<file path="config.mk">
export PLATFORM = sky130hd
export DESIGN_NAME = sr_ff_cmd_ctrl
export DESIGN_NICKNAME = d
export VERILOG_FILES = /design/src/rtl/sr_ff_cmd_ctrl.sv
export SDC_FILE = /design/constraint.sdc
export NUM_CORES = 1
export LEC_CHECK = 0
export CAP_MARGIN = 20
export CORE_UTILIZATION = 30
export CTS_CLUSTER_SIZE = 30
export DETAILED_ROUTE_END_ITERATION = 10
export PLACE_DENSITY = 0.51
export SLEW_MARGIN = 20
export SYNTH_ARGS = -nofsm -noshare
export SYNTH_HDL_FRONTEND = slang
export SYNTH_SLANG_ARGS = --single-unit
</file>
<file path="constraint.sdc">
create_clock -name clk -period 3.7 [get_ports clk]
set_input_delay 0.925 -clock clk [delete_from_list [all_inputs] [get_ports clk]]
set_output_delay 0.925 -clock clk [all_outputs]
set_load 0.01 [all_outputs]
</file>
<file path="src/rtl/sr_ff_cmd_ctrl.sv">
`timescale 1ns/1ps
`default_nettype none
// ============================================================================
// Module      : sr_ff_cmd_ctrl
// Description : Command sequencer driving the s/r inputs of a downstream SR
//               flip-flop. Accepts hold/clear/set/toggle commands over a
//               valid/ready handshake, pulses s or r for PULSE_LEN cycles,
//               releases for one cycle, then checks the flip-flop readback
//               and retries a bounded number of times before flagging err.
// Revision    : 1.0 - initial release
// ============================================================================
module sr_ff_cmd_ctrl #(
  parameter int PULSE_LEN = 1,
  parameter int MAX_RETRY = 2
) (
  input  logic       clk,
  input  logic       reset,
  input  logic       cmd_valid,
  input  logic [1:0] cmd_op,
  output logic       cmd_ready,
  input  logic       q_in,
  output logic       s,
  output logic       r,
  output logic       busy,
  output logic       done,
  output logic       err
);

  // Out-of-range parameters are clamped so the counters can never run away.
  localparam int PULSE_EFF = (PULSE_LEN < 1) ? 1 : ((PULSE_LEN > 15) ? 15 : PULSE_LEN);
  localparam int RETRY_EFF = (MAX_RETRY < 0) ? 0 : ((MAX_RETRY > 7) ? 7 : MAX_RETRY);

  localparam logic [3:0] C_PULSE_LAST = 4'(PULSE_EFF - 1);
  localparam logic [2:0] C_RETRY_MAX  = 3'(RETRY_EFF);

  localparam logic [1:0] ST_IDLE    = 2'd0;
  localparam logic [1:0] ST_DRIVE   = 2'd1;
  localparam logic [1:0] ST_RELEASE = 2'd2;

  localparam logic [1:0] OP_HOLD  = 2'b00;
  localparam logic [1:0] OP_CLEAR = 2'b01;
  localparam logic [1:0] OP_SET   = 2'b10;

  logic [1:0] state_q, state_d;
  logic [3:0] cnt_q, cnt_d;
  logic [2:0] retry_q, retry_d;
  logic       target_q, target_d;
  logic       s_q, s_d;
  logic       r_q, r_d;
  logic       busy_q, busy_d;
  logic       done_q, done_d;
  logic       err_q, err_d;
  logic       drive_d;
  logic       accept;

  // Ready only while idle and never while reset is asserted.
  assign cmd_ready = (state_q == ST_IDLE) && !reset;
  assign accept    = cmd_valid && cmd_ready;

  // Next-state logic; drive_d selects whether the pulse is active next cycle.
  always_comb begin
    state_d  = state_q;
    cnt_d    = cnt_q;
    retry_d  = retry_q;
    target_d = target_q;
    drive_d  = 1'b0;
    done_d   = 1'b0;
    err_d    = 1'b0;
    case (state_q)
      ST_IDLE: begin
        if (accept) begin
          if (cmd_op == OP_HOLD) begin
            done_d = 1'b1;
          end else begin
            if (cmd_op == OP_SET) begin
              target_d = 1'b1;
            end else if (cmd_op == OP_CLEAR) begin
              target_d = 1'b0;
            end else begin
              target_d = ~q_in;
            end
            state_d = ST_DRIVE;
            cnt_d   = 4'd0;
            retry_d = 3'd0;
            drive_d = 1'b1;
          end
        end
      end
      ST_DRIVE: begin
        if (cnt_q >= C_PULSE_LAST) begin
          state_d = ST_RELEASE;
        end else begin
          cnt_d   = 4'(cnt_q + 4'd1);
          drive_d = 1'b1;
        end
      end
      ST_RELEASE: begin
        if (q_in == target_q) begin
          state_d = ST_IDLE;
          done_d  = 1'b1;
        end else if (retry_q < C_RETRY_MAX) begin
          retry_d = 3'(retry_q + 3'd1);
          state_d = ST_DRIVE;
          cnt_d   = 4'd0;
          drive_d = 1'b1;
        end else begin
          state_d = ST_IDLE;
          err_d   = 1'b1;
        end
      end
      default: begin
        state_d = ST_IDLE;
      end
    endcase
    // s and r derive from one target bit, so they can never both be high.
    s_d    = drive_d & target_d;
    r_d    = drive_d & ~target_d;
    busy_d = (state_d != ST_IDLE);
  end

  // State and registered outputs with synchronous reset.
  always_ff @(posedge clk) begin
    if (reset) begin
      state_q  <= ST_IDLE;
      cnt_q    <= 4'd0;
      retry_q  <= 3'd0;
      target_q <= 1'b0;
      s_q      <= 1'b0;
      r_q      <= 1'b0;
      busy_q   <= 1'b0;
      done_q   <= 1'b0;
      err_q    <= 1'b0;
    end else begin
      state_q  <= state_d;
      cnt_q    <= cnt_d;
      retry_q  <= retry_d;
      target_q <= target_d;
      s_q      <= s_d;
      r_q      <= r_d;
      busy_q   <= busy_d;
      done_q   <= done_d;
      err_q    <= err_d;
    end
  end

  assign s    = s_q;
  assign r    = r_q;
  assign busy = busy_q;
  assign done = done_q;
  assign err  = err_q;

endmodule
`default_nettype wire

</file>
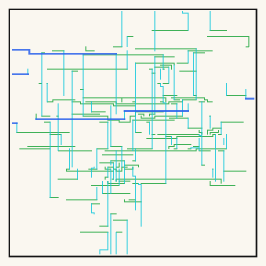
run_1/layers.png
(6 px per um)
layer	colour	wire length
M2	cyan	348 um
M3	blue	47.7 um
M1	green	412 um
via total after detailed routing: 362
detailed-route wire length: 807 um
detail-routed net length per standard cell: 10.6 um
all-layer global routing usage: 0.124

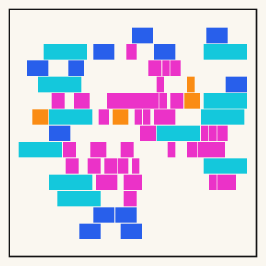
run_1/class_map.png
(6 px per um)
class	colour	cells	share of their area
remaining logic cells	magenta	34	38%
registers	cyan	11	38%
remaining buffers and delay cells	blue	12	20%
clock drivers and dummy loads	orange	4	4.5%
standard-cell row count: 13
sequential share of cell area: 0.365
Layout Utilization: 0.447
post-layout instance area: 603 um2

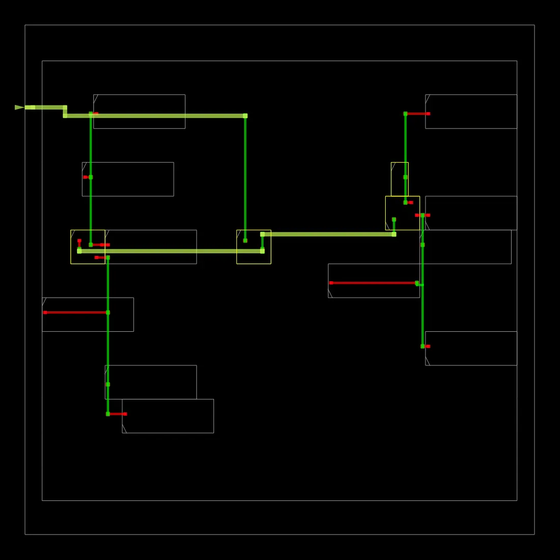
run_1/clock_nets.png
clk_lat worst skew: 260 ps
num sequential: 11
Clk. pwr: 0.0764 mW
Worst Skew: 1.91 ps
Clock Sink Count: 11

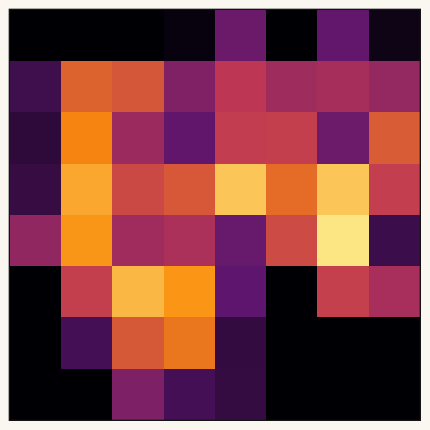
run_1/util_map.png
(10 px per um) The die is cut into 8 by 8 equal tiles; black is low, pale yellow is high, 0 to 100% covered.
emptiest ninth of the die	south-east
densest ninth of the die	east
nearly empty tiles	23%
fullest tile	95%
tiles over 75% full	11%
mean over tiles	35%
Core Box Area: 1350 um2
starting utilization of the core area: 0.337

==> reports/qor.log, run 1 <==
qor: grt.grt_antenna_before_repair 0
qor: route.drt-vias-per-instance 4.76
qor: worst_setup_path.ff2ff_setup_slack 2330 ps
qor: final_timing.final_setup_violation_count 0
qor: final_timing.setup_repair_after_global_routing_missed_its_margin no
qor: route.drc 0
qor: pwr.p_sw 0.0496 mW
qor: synthesis.mappedNetlistArea 455 um2
qor: worst_setup_path.critical_path.startpoint reset
qor: status.status finished clean
qor: final_timing.layout_min_cycle_time 2970 ps
qor: clock_tree.cts.root.buffer_cell clkbuf_4
qor: final_timing.layout_setup_ws 734 ps
qor: min_path.holdPathStages 2
qor: synthesis.post_synth.cell_area_avg 9.69 um2
qor: final_timing.final-max-slew-violation-count 0
qor: synthesis.instance_tally_after_logic_synthesis 47
qor: run.max_cap_viols 0
qor: final_timing.hold_vio_cnt_final 0
qor: pwr.design_power_total 0.230 mW
qor: pwr.gate_power_share 0.124
qor: synthesis.synth.yosys.seq_area_share 0.484
qor: worst_setup_path.critical-path-slowest-cell clkdlybuf4s50_1
qor: worst_setup_path.cp_data_required_time 2770 ps
qor: clock_tree.clockBufferDepth 2
qor: final_layout.filler_cells_inserted 151
qor: clock_tree.post_cts.repair.setup_buffers 0
qor: grt.grt_start_max_net_pins 9
qor: pwr.power.clock.fraction 0.333
qor: final_layout.final_layout_top_logic_cells dfxtp_1, clkdlybuf4s50_1, nor2_1
qor: worst_setup_path.timing.setup.critical_path_class in2out
qor: synthesis.yosys_warnings 0
qor: pwr.internal-power 0.180 mW
qor: pwr.power.share.switching 0.216
qor: clock_tree.post_cts_resized 0
qor: synthesis.syn_nets 54
[run 1: layer usage]
metal,global-route usage,share of wire,vias to the layer above
met1,0.141,0.51,162
met3,0.0978,0.058,0
met2,0.180,0.43,8
met4,0.0250,0,0
met5,0,0,-
li1,-,-,192
[run 1: synth_stat cells]
cell type / instances / area share
a21oi_1: 4 / 0.044
a31oi_1: 2 / 0.027
a32o_1: 1 / 0.022
and2_1: 1 / 0.014
and4b_1: 1 / 0.022
buf_6: 1 / 0.025
clkbuf_1: 1 / 0.0082
dfxtp_1: 11 / 0.48
ha_1: 1 / 0.027
inv_1: 1 / 0.0082
nand2_1: 2 / 0.016
nand2b_1: 1 / 0.014
nor2_1: 7 / 0.058
nor2b_1: 3 / 0.041
nor3_1: 2 / 0.022
nor3b_1: 1 / 0.016
nor4_1: 1 / 0.014
nor4b_4: 1 / 0.052
o21a_1: 1 / 0.016
o21bai_1: 1 / 0.016
or2_1: 1 / 0.014
xnor2_1: 1 / 0.019
xor2_1: 1 / 0.019
[run 1: area by class of cell]
cell class | count | area [um2] | share of cell area
sequential | 11 | 220 | 0.365
multi-input combinational | 33 | 216 | 0.359
timing repair buffer | 12 | 118 | 0.195
clock buffer | 4 | 26.3 | 0.0436
tap | 15 | 18.8 | 0.0311
inverter | 1 | 3.75 | 0.00622
[run 1: flip-flops by register name, indices dropped and copies added (netlist names)]
signal,cells
done,1
r,1
busy,1
target_q,1
state_q,2
err,1
retry_q,3
s,1
[run 1: kinds of logic after synthesis]
group / count (synthesis) / share of synthesized area
flip-flops: 11 / 0.484
AND-OR/OR-AND: 9 / 0.126
XOR/XNOR: 2 / 0.0385
buffers and inverters: 3 / 0.0412
adder cells (fa/ha/maj): 1 / 0.0275
AND/OR/NAND/NOR: 21 / 0.283
==> run 1 -> run 2 <==
Settings changed: PLACE_DENSITY 0.51 to 0.53.
Clock period 3.7 ns to 2.5 ns, I/O delays scaled along.
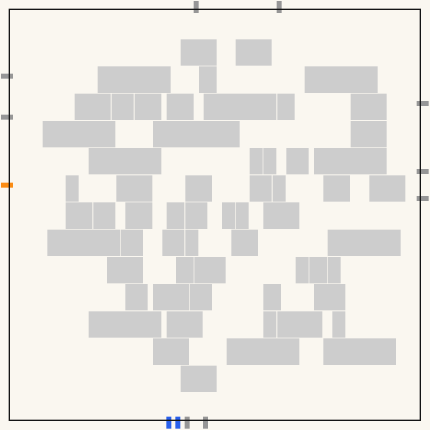
run_2/pinout.png
(10 px per um) Pins as bars across the die edge, other pins in grey.
port	colour	pins	direction	edge
s	orange	1	output	west
cmd_op	blue	2	input	south
all pins by edge	4 south, 3 west, 3 east, 2 north
vertical die size: 41.0 um
die width: 41.0 um
Port Buf Inserts: 11

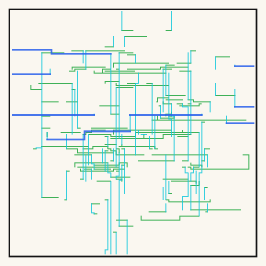
run_2/layers.png
(6 px per um)
layer	colour	wire length
M3	blue	74.5 um
M1	green	396 um
M2	cyan	374 um
via total after detailed routing: 368
detail-routed net length per standard cell: 11.1 um
detailed-route wire length: 845 um
all-layer global routing usage: 0.126

==> run 2 against run 1 <==
- utilization stayed put
- combinational power grew 49%
- setup slack got worse by 600 ps
- critical path depth unchanged
- first-iteration DRC count up 140%
- clock skew is 3.5 ps higher
- design area unchanged
- clock power is 56% higher
- global-route usage up 0.24 points
- largest cell class unchanged
==> reports/qor.log, run 2 <==
qor: synthesis.fa_ha_area_frac 0.0275 [unchanged]
qor: run.max_cap_viols 0 [unchanged]
qor: synthesis.and_or_nand_nor_area_frac 0.283 [unchanged]
qor: final_layout.largest-register retry_q
qor: synthesis.ys_sh_xor 0.0385 [unchanged]
qor: synthesis.ys_top_cells_by_count dfxtp_1, nor2_1, a21oi_1, nor2b_1
qor: final_layout.largest_reg_flops 3 [unchanged]
qor: synthesis.synth.yosys.chip_area 455 um2
qor: synthesis.synth-seq-cells 11
qor: clock_tree.post_cts_resized 0 [unchanged]
qor: final_layout.postLayoutCellArea 603 um2 [unchanged]
qor: synthesis.post_synth_main_logic_family simple AND/OR/NAND/NOR gates
qor: grt.grt_start_max_net_pins 9 [unchanged]
qor: route.route.antenna.remaining_nets 0
qor: synthesis.synth.yosys.seq_area_share 0.484 [unchanged]
qor: worst_setup_path.timing.setup.critical_path_class in2out
qor: final_layout.fin_util 0.447 [unchanged]
qor: synthesis.yosys.area_share.aoi 0.126 [unchanged]
qor: synthesis.share_of_synthesized_registers_carrying_an_async_set_or_reset 0 [unchanged]
qor: synthesis.instance_tally_after_logic_synthesis 47 [unchanged]
qor: synthesis.synth.distinct_cells 23
qor: synthesis.most_common_cell dfxtp_1
qor: synthesis.post_synth.cell_area_avg 9.69 um2 [unchanged]
qor: final_layout.top_regs retry_q (3), state_q (2)
qor: clock_tree.cts_sinks 11 [unchanged]
qor: synthesis.synth-edff-count 0 [unchanged]
qor: final_layout.final_layout_top_logic_cells dfxtp_1, clkdlybuf4s50_1, nor2_1
qor: final_timing.finalSetupTns 0 ps
qor: clock_tree.clockBufferDepth 2 [unchanged]
qor: final_timing.fin_skew 5.39 ps [+3.48 ps]
qor: clock_tree.cts.root.buffer_cell clkbuf_4
qor: worst_setup_path.critical-path-slowest-cell clkdlybuf4s50_1
qor: grt.grt_antenna_before_repair 0 [unchanged]
qor: clock_tree.tritoncts done
qor: final_timing.layout_min_cycle_time 2360 ps
qor: clock_tree.insertion_delay 270 ps [about the same]
qor: route.drc 0 [unchanged]
qor: synthesis.mappedNetlistArea 455 um2 [unchanged]
qor: final_layout.n_antenna_cell 0
qor: synthesis.yosys.area.top_type_share 0.484 [unchanged]
qor: worst_setup_path.path_delay_family buffers and inverters
qor: synthesis.syn_nets 54 [unchanged]
qor: die.num_rows 13 [unchanged]
qor: worst_setup_path.cp_data_required_time 1880 ps [-890 ps]
qor: final_timing.final_setup_violation_count 0 [unchanged]
qor: worst_setup_path.critPathBufInv 2
qor: route.drt_iter0_markers 12
qor: die.placeableCoreArea 1350 um2 [unchanged]
qor: min_path.holdCritPathClass reg2reg
qor: final_timing.setup_repair_after_global_routing_missed_its_margin no
qor: die.floorplan.core_util 0.337 [unchanged]
qor: final_timing.hold_vio_cnt_final 0 [unchanged]
qor: synthesis.postSynth.topFlopCell dfxtp_1
qor: synthesis.yosys-top-cells-area dfxtp_1, nor2_1, nor4b_4
qor: synthesis.post-synth-top-area-cell dfxtp_1
qor: synthesis.synthMuxAreaShare 0 [unchanged]
qor: clock_tree.post_cts.repair.setup_buffers 0 [unchanged]
qor: worst_setup_path.worstPathArrival 1740 ps
qor: final_layout.final_nets 69
qor: status.status finished clean
qor: final_timing.fmax 423 MHz
qor: final_timing.final-max-slew-violation-count 0 [unchanged]
qor: synthesis.yosys_warnings 0 [unchanged]
qor: route.drt-vias-per-instance 4.84 [+1.7%]
qor: final_layout.filler_cells_inserted 138 [-8.6%]
qor: run.number_of_warning_messages_in_the_logs 26
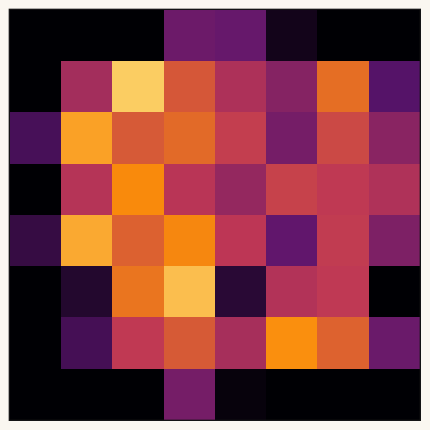
run_2/util_map.png
(10 px per um) The die is cut into 8 by 8 equal tiles; black is low, pale yellow is high, 0 to 100% covered.

run 2: cell counts after synthesis:
Identical to the previous run, type by type.
run 2: path summary, 6_finish.rpt:
| kind | end | cells after the start | start | slack [ps] |
|---|---|---|---|---|
| worst max-delay path | cmd_ready | 3 | reset | 140 |
| worst min-delay path | retry_q[2]$_SDFFE_PP0P_ | 2 | retry_q[2]$_SDFFE_PP0P_ | 480 |
| worst max register to register | busy$_SDFF_PP0_ | 3 | state_q[0]$_SDFF_PP0_ | 1140 |
| worst min register to register | retry_q[2]$_SDFFE_PP0P_ | 2 | retry_q[2]$_SDFFE_PP0P_ | 480 |
run 2: cell type report:
class | instances | area (um2) | share of cell area
clock buffers | 4 | 26.3 | 0.0436
inverters | 1 | 3.75 | 0.00622
multi-input cells | 33 | 216 | 0.359
flip-flops and latches | 11 | 220 | 0.365
well taps | 15 | 18.8 | 0.0311
repair buffers | 12 | 118 | 0.195
run 2: power breakdown:
group	total [mW]	leakage, nW	switching [mW]	internal [mW]
logic	0.0422	0.128	0.0176	0.0246
registers	0.185	0.0893	0.00452	0.180
clock network	0.119	0.0150	0.0573	0.0618
run 2: per-layer routing:
layer	part of all wire	vias up	GRT usage
met4	0	0	0.0500
li1	-	192	-
met5	0	-	0
met1	0.47	166	0.128
met3	0.088	0	0.109
met2	0.44	10	0.184
run 2: metrics by stage:
| stage | setup slack (ps) | total power [mW] | hold WS, ps | cells |
|---|---|---|---|---|
| 4_1_cts | 118 | 0.352 | 486 | 76 |
| 5_1_grt | 30.1 | 0.368 | 505 | 76 |
| 2_1_floorplan | 906 | 0.208 | 437 | 47 |
| 6_report | 135 | 0.346 | 480 | 76 |
| 3_5_place_dp | 118 | 0.231 | 468 | 72 |
| 3_3_place_gp | 118 | 0.231 | 460 | 72 |
==> run 2 -> run 3 <==
Settings changed: CORE_AREA set to 2 2 39 41, CORE_UTILIZATION 30 to unset, DIE_AREA set to 0 0 41 43, PLACE_DENSITY 0.53 to 0.59.
==> run 3 against run 2 <==
- via count grew 4.3%
- sequential power is essentially flat
- fmax shrank 0.27%
- register-to-register slack is essentially flat
- total power grew 0.21%
- non-clock buffer count is the same
- die size grew 5.1%
- critical endpoint unchanged
==> reports/qor.log, run 3 <==
qor: synthesis.synth.distinct_cells 23 [unchanged]
qor: final_layout.multiInputGateArea 216 um2 [unchanged]
qor: synthesis.yosys_warnings 0 [unchanged]
qor: clock_tree.cts_sinks 11 [unchanged]
qor: final_timing.fmax 422 MHz [-0.27%]
qor: synthesis.post_synth_main_logic_family simple AND/OR/NAND/NOR gates
qor: final_timing.final-max-slew-violation-count 0 [unchanged]
qor: route.post_drt_wl_per_cell 10.6 um [-5.0%]
qor: grt.grt_start_max_net_pins 9 [unchanged]
qor: min_path.holdCritPathClass reg2reg
qor: route.drt_iter0_markers 5 [-7]
qor: place.placement.io_buffers 11 [unchanged]
qor: synthesis.post-synth-top-area-cell dfxtp_1
qor: final_timing.hold_vio_cnt_final 0 [unchanged]
qor: route.drt-vias-per-instance 4.99 [+3.0%]
qor: synthesis.ys_top_cells_by_count dfxtp_1, nor2_1, a21oi_1, nor2b_1
qor: grt.grt_antenna_before_repair 0 [unchanged]
qor: route.route.final.wire_length 813 um [-3.8%]
qor: final_timing.setup_repair_after_global_routing_missed_its_margin no
qor: final_timing.finalSetupTns 0 ps [unchanged]
qor: final_layout.final_layout_top_logic_cells dfxtp_1, clkdlybuf4s50_1, nor2_1
qor: clock_tree.post_cts_resized 0 [unchanged]
qor: synthesis.synth.yosys.chip_area 455 um2 [unchanged]
qor: route.route.antenna.remaining_nets 0 [unchanged]
qor: run.number_of_warning_messages_in_the_logs 26 [unchanged]
qor: synthesis.yosys-top-cells-area dfxtp_1, nor2_1, nor4b_4
qor: final_timing.final_setup_violation_count 0 [unchanged]
qor: status.status finished clean
qor: synthesis.synthMuxAreaShare 0 [unchanged]
qor: clock_tree.post_cts.repair.setup_buffers 0 [unchanged]
qor: final_timing.fin_skew 1.58 ps [-3.81 ps]
qor: final_layout.layout.area.seq 220 um2 [unchanged]
qor: worst_setup_path.timing.setup.critical_path_class in2out
qor: synthesis.instance_tally_after_logic_synthesis 47 [unchanged]
qor: final_layout.drive_above_1_share 0.0820
qor: worst_setup_path.ff2ff_setup_slack 1150 ps [about the same]
qor: final_layout.largest_reg_flops 3 [unchanged]
qor: final_layout.top_regs retry_q (3), state_q (2)
qor: synthesis.fa_ha_area_frac 0.0275 [unchanged]
qor: run.max_cap_viols 0 [unchanged]
qor: route.vias 384 [+4.3%]
qor: synthesis.synth-edff-count 0 [unchanged]
qor: final_layout.n_antenna_cell 0 [unchanged]
qor: worst_setup_path.worstPathArrival 1750 ps [about the same]
qor: clock_tree.cts_hold_buffers 0
qor: grt.groute.usage.overall 0.122 [-0.00351]
qor: final_layout.largest-register retry_q
qor: route.drc 0 [unchanged]
qor: synthesis.mappedNetlistArea 455 um2 [unchanged]
qor: synthesis.most_common_cell dfxtp_1
qor: clock_tree.tritoncts done
qor: synthesis.and_or_nand_nor_area_frac 0.283 [unchanged]
qor: synthesis.postSynth.topFlopCell dfxtp_1
qor: clock_tree.cts.root.buffer_cell clkbuf_4
qor: synthesis.yosys.area_share.aoi 0.126 [unchanged]
qor: final_layout.final_nets 69 [unchanged]
qor: synthesis.share_of_synthesized_registers_carrying_an_async_set_or_reset 0 [unchanged]
qor: final_layout.filler_cells_inserted 144 [+4.3%]
qor: synthesis.ys_sh_xor 0.0385 [unchanged]
qor: synthesis.post_synth.cell_area_avg 9.69 um2 [unchanged]
qor: worst_setup_path.critical_path.endpoint_type output port
qor: synthesis.yosys.area.top_type_share 0.484 [unchanged]
qor: clock_tree.clockBufferDepth 2 [unchanged]
qor: synthesis.syn_nets 54 [unchanged]
qor: synthesis.synth.yosys.seq_area_share 0.484 [unchanged]
run 3: power by group:
part / leakage (nW) / total, mW / switching [mW] / internal (mW)
clock network: 0.0150 / 0.120 / 0.0583 / 0.0617
logic: 0.128 / 0.0424 / 0.0178 / 0.0246
registers: 0.0893 / 0.184 / 0.00419 / 0.180
total: 0.233 / 0.347 / 0.0803 / 0.266
run 3: routing by layer:
metal	vias up	share of wire	GRT usage
met5	-	0	0
met4	0	0.015	0.0800
met3	2	0.048	0.0471
met2	13	0.47	0.150
met1	177	0.46	0.172
li1	192	-	-
run 3: path summary, 6_finish.rpt:
| check | start | endpoint | cells past startpoint |
|---|---|---|---|
| max | reset | cmd_ready | 3 |
| min | retry_q[2]$_SDFFE_PP0P_ | retry_q[2]$_SDFFE_PP0P_ | 2 |
| max reg2reg | state_q[0]$_SDFF_PP0_ | busy$_SDFF_PP0_ | 3 |
| min reg2reg | retry_q[2]$_SDFFE_PP0P_ | retry_q[2]$_SDFFE_PP0P_ | 2 |
run 3: worst max-delay path: stages:
cell	delay [ps]
clkdlybuf4s50_1	420
nor3_1	140
clkdlybuf4s50_1	560
run 3: layout make-up:
type,count,share of cell area
Inverter,1,0.00621
Multi-Input combinational cell,33,0.358
Sequential cell,11,0.364
Timing Repair Buffer,12,0.195
Clock buffer,4,0.0435
Tap cell,16,0.0331
run 3: metrics by stage:
stage          cell area (um2)  hold slack [ps]  setup slack, ps  total power, mW  instances
2_1_floorplan              455              437              906            0.208         47
3_3_place_gp               578              453              123            0.231         73
3_5_place_dp               578              465              125            0.231         73
4_1_cts                    604              483              125            0.353         77
5_1_grt                    604              521             53.1            0.365         77
6_report                   604              471              129            0.347         77
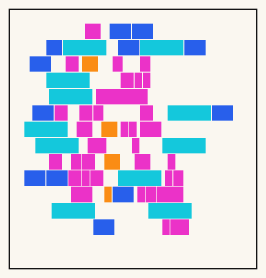
run_3/class_map.png
(6 px per um)
class	colour	cells	share of their area
remaining buffers and delay cells	blue	12	20%
remaining logic cells	magenta	34	38%
registers	cyan	11	38%
clock drivers and dummy loads	orange	4	4.5%
post-layout instance area: 604 um2
sequential share of cell area: 0.364
Layout Utilization: 0.437
standard-cell row count: 14
Core Box Area: 1380 um2

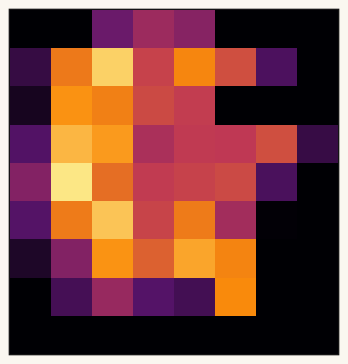
run_3/util_map.png
(8 px per um) The die is cut into 8 by 9 equal tiles; black is low, pale yellow is high, 0 to 100% covered.
nearly empty tiles	35%
tiles over 75% full	11%
mean over tiles	33%
fullest tile	95%
emptiest ninth of the die	north-east
starting utilization of the core area: 0.329

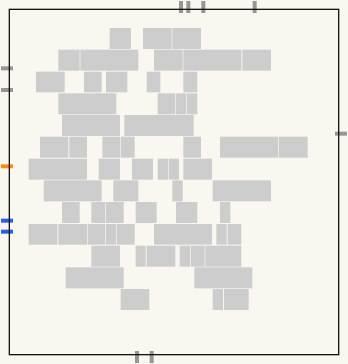
run_3/pinout.png
(8 px per um) Pins as bars across the die edge, other pins in grey.
port	colour	pins	direction	edge
cmd_op	blue	2	input	west
s	orange	1	output	west
die width: 41 um
vertical die size: 43 um

Power and IR drop assume default switching activity.
